[src/rtl/vs_sci_reader.sv]
// SCI register read master for the VS1003: sends READ (0x03) + address, shifts in 16 bits from SO.
// Optional DREQ wait timeout is built only when SCI_READ_TIMEOUT_EN is defined.
module vs_sci_reader #(
  parameter int CLK_DIV        = 16,
  parameter int TIMEOUT_CYCLES = 1000000
) (
  input  logic        clk,
  input  logic        rst_n,
  input  logic        i_start,
  input  logic [3:0]  i_addr,
  input  logic        i_DREQ,
  input  logic        i_SO,
  output logic        o_SI,
  output logic        o_SCK,
  output logic        o_XCS,
  output logic        o_busy,
  output logic        o_done,
  output logic [15:0] o_rdata,
  output logic        o_timeout
);

  localparam logic [2:0] S_IDLE      = 3'd0;
  localparam logic [2:0] S_WAIT_DREQ = 3'd1;
  localparam logic [2:0] S_CS_SETUP  = 3'd2;
  localparam logic [2:0] S_SHIFT     = 3'd3;
  localparam logic [2:0] S_CS_HOLD   = 3'd4;
  localparam logic [2:0] S_DONE      = 3'd5;

  localparam logic [7:0] HALF_RELOAD = 8'(CLK_DIV - 1);

  logic [2:0]  state_reg;
  logic [7:0]  cnt_reg;
  logic [4:0]  bit_cnt_reg;
  logic [15:0] tx_reg;
  logic [15:0] rx_reg;
  logic [15:0] rdata_reg;
  logic        sck_reg;
  logic        xcs_reg;
  logic        si_reg;
  logic        busy_reg;
  logic        done_reg;
  logic        timeout_reg;
  logic        dreq_meta_reg;
  logic        dreq_sync_reg;

`ifdef SCI_READ_TIMEOUT_EN
  localparam int TO_W = (TIMEOUT_CYCLES > 1) ? $clog2(TIMEOUT_CYCLES) : 1;
  localparam logic [TO_W-1:0] TO_LAST = TO_W'(TIMEOUT_CYCLES - 1);
  logic [TO_W-1:0] to_cnt_reg;
`else
  logic unused_timeout_cfg;
  assign unused_timeout_cfg = ^TIMEOUT_CYCLES;
`endif

  always_ff @(posedge clk) begin
    if (!rst_n) begin
      dreq_meta_reg <= 1'b0;
      dreq_sync_reg <= 1'b0;
    end else begin
      dreq_meta_reg <= i_DREQ;
      dreq_sync_reg <= dreq_meta_reg;
    end
  end

  always_ff @(posedge clk) begin
    if (!rst_n) begin
      state_reg   <= S_IDLE;
      cnt_reg     <= 8'd0;
      bit_cnt_reg <= 5'd0;
      tx_reg      <= 16'h0000;
      rx_reg      <= 16'h0000;
      rdata_reg   <= 16'h0000;
      sck_reg     <= 1'b0;
      xcs_reg     <= 1'b1;
      si_reg      <= 1'b0;
      busy_reg    <= 1'b0;
      done_reg    <= 1'b0;
      timeout_reg <= 1'b0;
`ifdef SCI_READ_TIMEOUT_EN
      to_cnt_reg  <= '0;
`endif
    end else begin
      done_reg    <= 1'b0;
      timeout_reg <= 1'b0;
      case (state_reg)
        S_IDLE: begin
          if (i_start) begin
            tx_reg    <= {8'h03, 4'h0, i_addr};
            busy_reg  <= 1'b1;
            state_reg <= S_WAIT_DREQ;
`ifdef SCI_READ_TIMEOUT_EN
            to_cnt_reg <= '0;
`endif
          end
        end
        S_WAIT_DREQ: begin
          if (dreq_sync_reg) begin
            xcs_reg   <= 1'b0;
            si_reg    <= tx_reg[15];
            sck_reg   <= 1'b0;
            cnt_reg   <= HALF_RELOAD;
            state_reg <= S_CS_SETUP;
          end
`ifdef SCI_READ_TIMEOUT_EN
          else if (to_cnt_reg == TO_LAST) begin
            // Give up without ever touching XCS; o_rdata keeps the last good value.
            done_reg    <= 1'b1;
            timeout_reg <= 1'b1;
            state_reg   <= S_DONE;
          end else begin
            to_cnt_reg <= to_cnt_reg + 1'b1;
          end
`endif
        end
        S_CS_SETUP: begin
          if (cnt_reg == 8'd0) begin
            cnt_reg     <= HALF_RELOAD;
            bit_cnt_reg <= 5'd0;
            state_reg   <= S_SHIFT;
          end else begin
            cnt_reg <= cnt_reg - 1'b1;
          end
        end
        S_SHIFT: begin
          if (cnt_reg != 8'd0) begin
            cnt_reg <= cnt_reg - 1'b1;
          end else begin
            cnt_reg <= HALF_RELOAD;
            if (!sck_reg) begin
              sck_reg <= 1'b1;
              if (bit_cnt_reg[4])
                rx_reg <= {rx_reg[14:0], i_SO};
            end else begin
              sck_reg <= 1'b0;
              if (bit_cnt_reg == 5'd31) begin
                state_reg <= S_CS_HOLD;
              end else begin
                // Zeros shift in behind the address, so SI is 0 for the read half.
                bit_cnt_reg <= bit_cnt_reg + 1'b1;
                tx_reg      <= {tx_reg[14:0], 1'b0};
                si_reg      <= tx_reg[14];
              end
            end
          end
        end
        S_CS_HOLD: begin
          if (cnt_reg == 8'd0) begin
            xcs_reg   <= 1'b1;
            si_reg    <= 1'b0;
            rdata_reg <= rx_reg;
            done_reg  <= 1'b1;
            state_reg <= S_DONE;
          end else begin
            cnt_reg <= cnt_reg - 1'b1;
          end
        end
        S_DONE: begin
          busy_reg  <= 1'b0;
          state_reg <= S_IDLE;
        end
        default: begin
          xcs_reg   <= 1'b1;
          sck_reg   <= 1'b0;
          busy_reg  <= 1'b0;
          state_reg <= S_IDLE;
        end
      endcase
    end
  end

  assign o_SI      = si_reg;
  assign o_SCK     = sck_reg;
  assign o_XCS     = xcs_reg;
  assign o_busy    = busy_reg;
  assign o_done    = done_reg;
  assign o_rdata   = rdata_reg;
  assign o_timeout = timeout_reg;

endmodule
[config.mk]
export PLATFORM = sky130hd
export DESIGN_NAME = vs_sci_reader
export DESIGN_NICKNAME = d
export VERILOG_FILES = /design/src/rtl/vs_sci_reader.sv
export SDC_FILE = /design/constraint.sdc
export NUM_CORES = 1
export LEC_CHECK = 0
export CORE_UTILIZATION = 55
export CTS_CLUSTER_SIZE = 25
export DETAILED_ROUTE_END_ITERATION = 16
export GPL_TIMING_DRIVEN = 0
export HOLD_SLACK_MARGIN = 0.03
export PLACE_DENSITY = 0.78
export SLEW_MARGIN = 10
export SYNTH_ARGS = -nofsm -noshare
export SYNTH_HDL_FRONTEND = slang
export SYNTH_SLANG_ARGS = --single-unit
[constraint.sdc]
create_clock -name clk -period 4.7 [get_ports clk]
set_clock_uncertainty 0.2 [all_clocks]
set_input_delay 0.47 -clock clk [delete_from_list [all_inputs] [get_ports clk]]
set_output_delay 0.47 -clock clk [all_outputs]
set_load 0.005 [all_outputs]
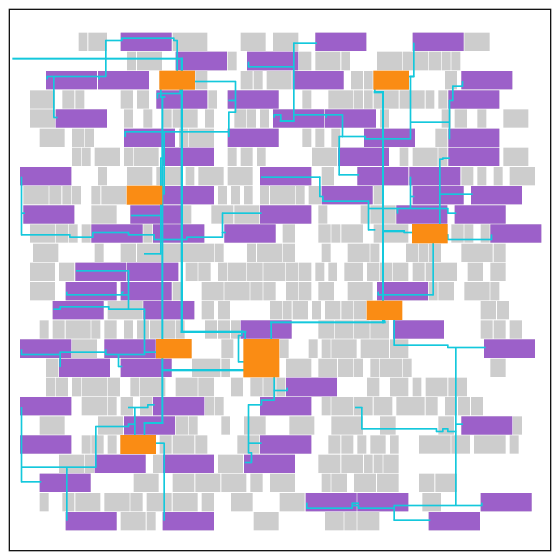
(clock network drawn from the DEF)
Cyan is clock wires, length 813 µm. Purple is flip-flops, count 71. Orange is clock drivers, count 9.
There are 10 routed clock nets.

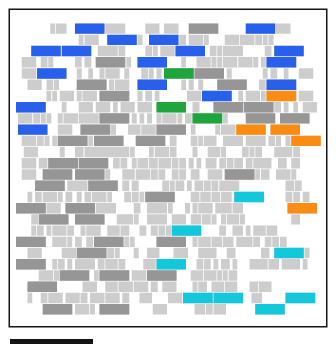
(sequential cells grouped by signal name)
Scale bar: 20 µm.
Blue is o_rdata, flops 16. Cyan is cnt_reg, flops 8. Green is state_reg, flops 3. Orange is bit_cnt_reg, flops 5.

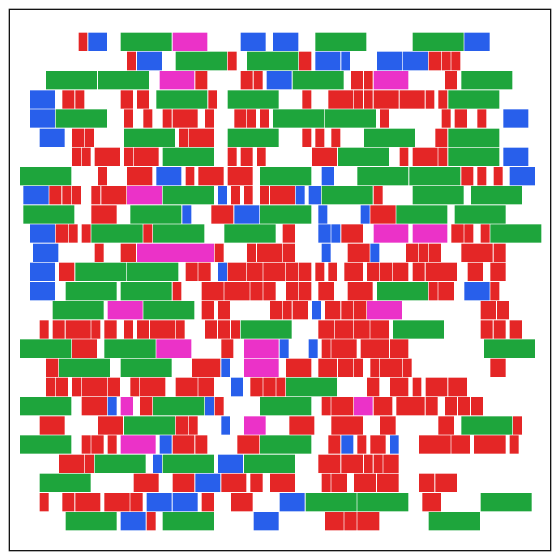
(placement by cell class)
Green is flops, cells 71. Blue is other buffers and delay cells, cells 55. Red is combinational and other logic, cells 255. Magenta is clock drivers and dummy loads, cells 16.

==> deck_impl_summary.md <==
Flow Results at a Glance

Final timing
  • RSZ-0062 raised after global routing: no
  • Worst hold slack: about 0.25 ns
  • Crit share post-route: between 50% and 60%
  • Final setup fails: 0
  • Max frequency: 369 MHz
  • Worst slew pin tran: ~0.66 ns
  • Min Tclk post-route: between 2 and 3 ns
  • Final Hold Fails: 0

CTS
  • H-tree Lvls: 3
  • Resize count post-CTS: 0
  • CTS tree: built

Floorplan
  • Placement row count: 26
  • Core ar.: 5240 µm²
  • Total I/O pin count: 31
  • # Taps: approximately 70

Synthesis
  • Yosys cell count: between 300 and 400
  • Most frequent cells after synthesis: dfxtp_1, nand2_1, a21oi_1
  • Xor/xnor share: 0%
  • Post-synth top area share: 46.4%
  • Multiplexer share: 10.2%
  • Simple share: 21.2%
  • Post-synthesis sequential element count: around 71
  • Mapped Area: a little over 3000 µm²
  • Register area share after synthesis: 46.4%
  • Top cells, area: dfxtp_1, mux2i_1, nand2_1, a21oi_1, nor2_1
  • Post-synth area from yosys stat: 3060 µm²
  • Ys async rst share: 0%
  • Flip-flops with a built-in enable: 0

Layout
  • Largest cell class by area: multi-input combinational cells
  • Most frequent logic cell in the layout: dfxtp_1
  • Fillers: around 420
  • Count of non-filler cells in the finished layout: 467
  • Share of cells above drive strength 1: under 10%
  • Clock buf count: 12
  • Clock-cell share: 5.92%
  • Core Util, Final: a little over two thirds
  • Number of logic gates: approximately 250

Critical path
  • Setup crit start: cnt_reg[0]$_SDFFE_PN0P_
  • Critical path's top delay family: AND-OR/OR-AND gates
  • Crit. End Element: flip-flop
  • Reg2Reg Setup Slack: around 2.0 ns
  • WP depth: 8
  • Crit path arrival time: approximately 2.8 ns
  • Capture point of the critical path: tx_reg[3]$_SDFFE_PN0P_

Pwr
  • Sequential power: between 600 and 700 µW
  • Comb power: roughly 500 µW
  • Power share of the combinational group: approximately 29%
  • Final Total Pwr: roughly 1.7 mW
  • Power Internal: around 1.1 mW

Placement
  • Post-DP Area: about 3400 µm²
  • Placed insts: about 450
  • Setup WS pre-CTS: 2.00 ns
  • Post-DP HPWL: 4780 µm
  • IO Port Bufs: 29
  • GP Congestion: roughly 0.86

Job
  • Max cap viols: 0

Status
  • Outcome: complete, no violations

Routing
  • Drt first pass iters: 4
  • Remaining antenna violation count after routing: 0

Global routing
  • Gr usage total: 25.9%
  • Met2 Use GR: ~41%
  • Number of global-route vias before repair: about 2500
  • Largest net degree at the start of global routing: 13
[worst min path at each step]
stage	startpoint	end	slack, ns	depth (start not counted)
after CTS	dreq_meta_reg$_SDFF_PN0_	dreq_sync_reg$_SDFF_PN0_	0.25	1
after detailed placement	dreq_meta_reg$_SDFF_PN0_	dreq_sync_reg$_SDFF_PN0_	0.23	1
after global placement	dreq_meta_reg$_SDFF_PN0_	dreq_sync_reg$_SDFF_PN0_	0.22	1
after global routing	dreq_meta_reg$_SDFF_PN0_	dreq_sync_reg$_SDFF_PN0_	0.26	1
after floorplan	dreq_meta_reg$_SDFF_PN0_	dreq_sync_reg$_SDFF_PN0_	0.21	1
final	dreq_meta_reg$_SDFF_PN0_	dreq_sync_reg$_SDFF_PN0_	0.25	1
Power is estimated from default activity; no workload was simulated.
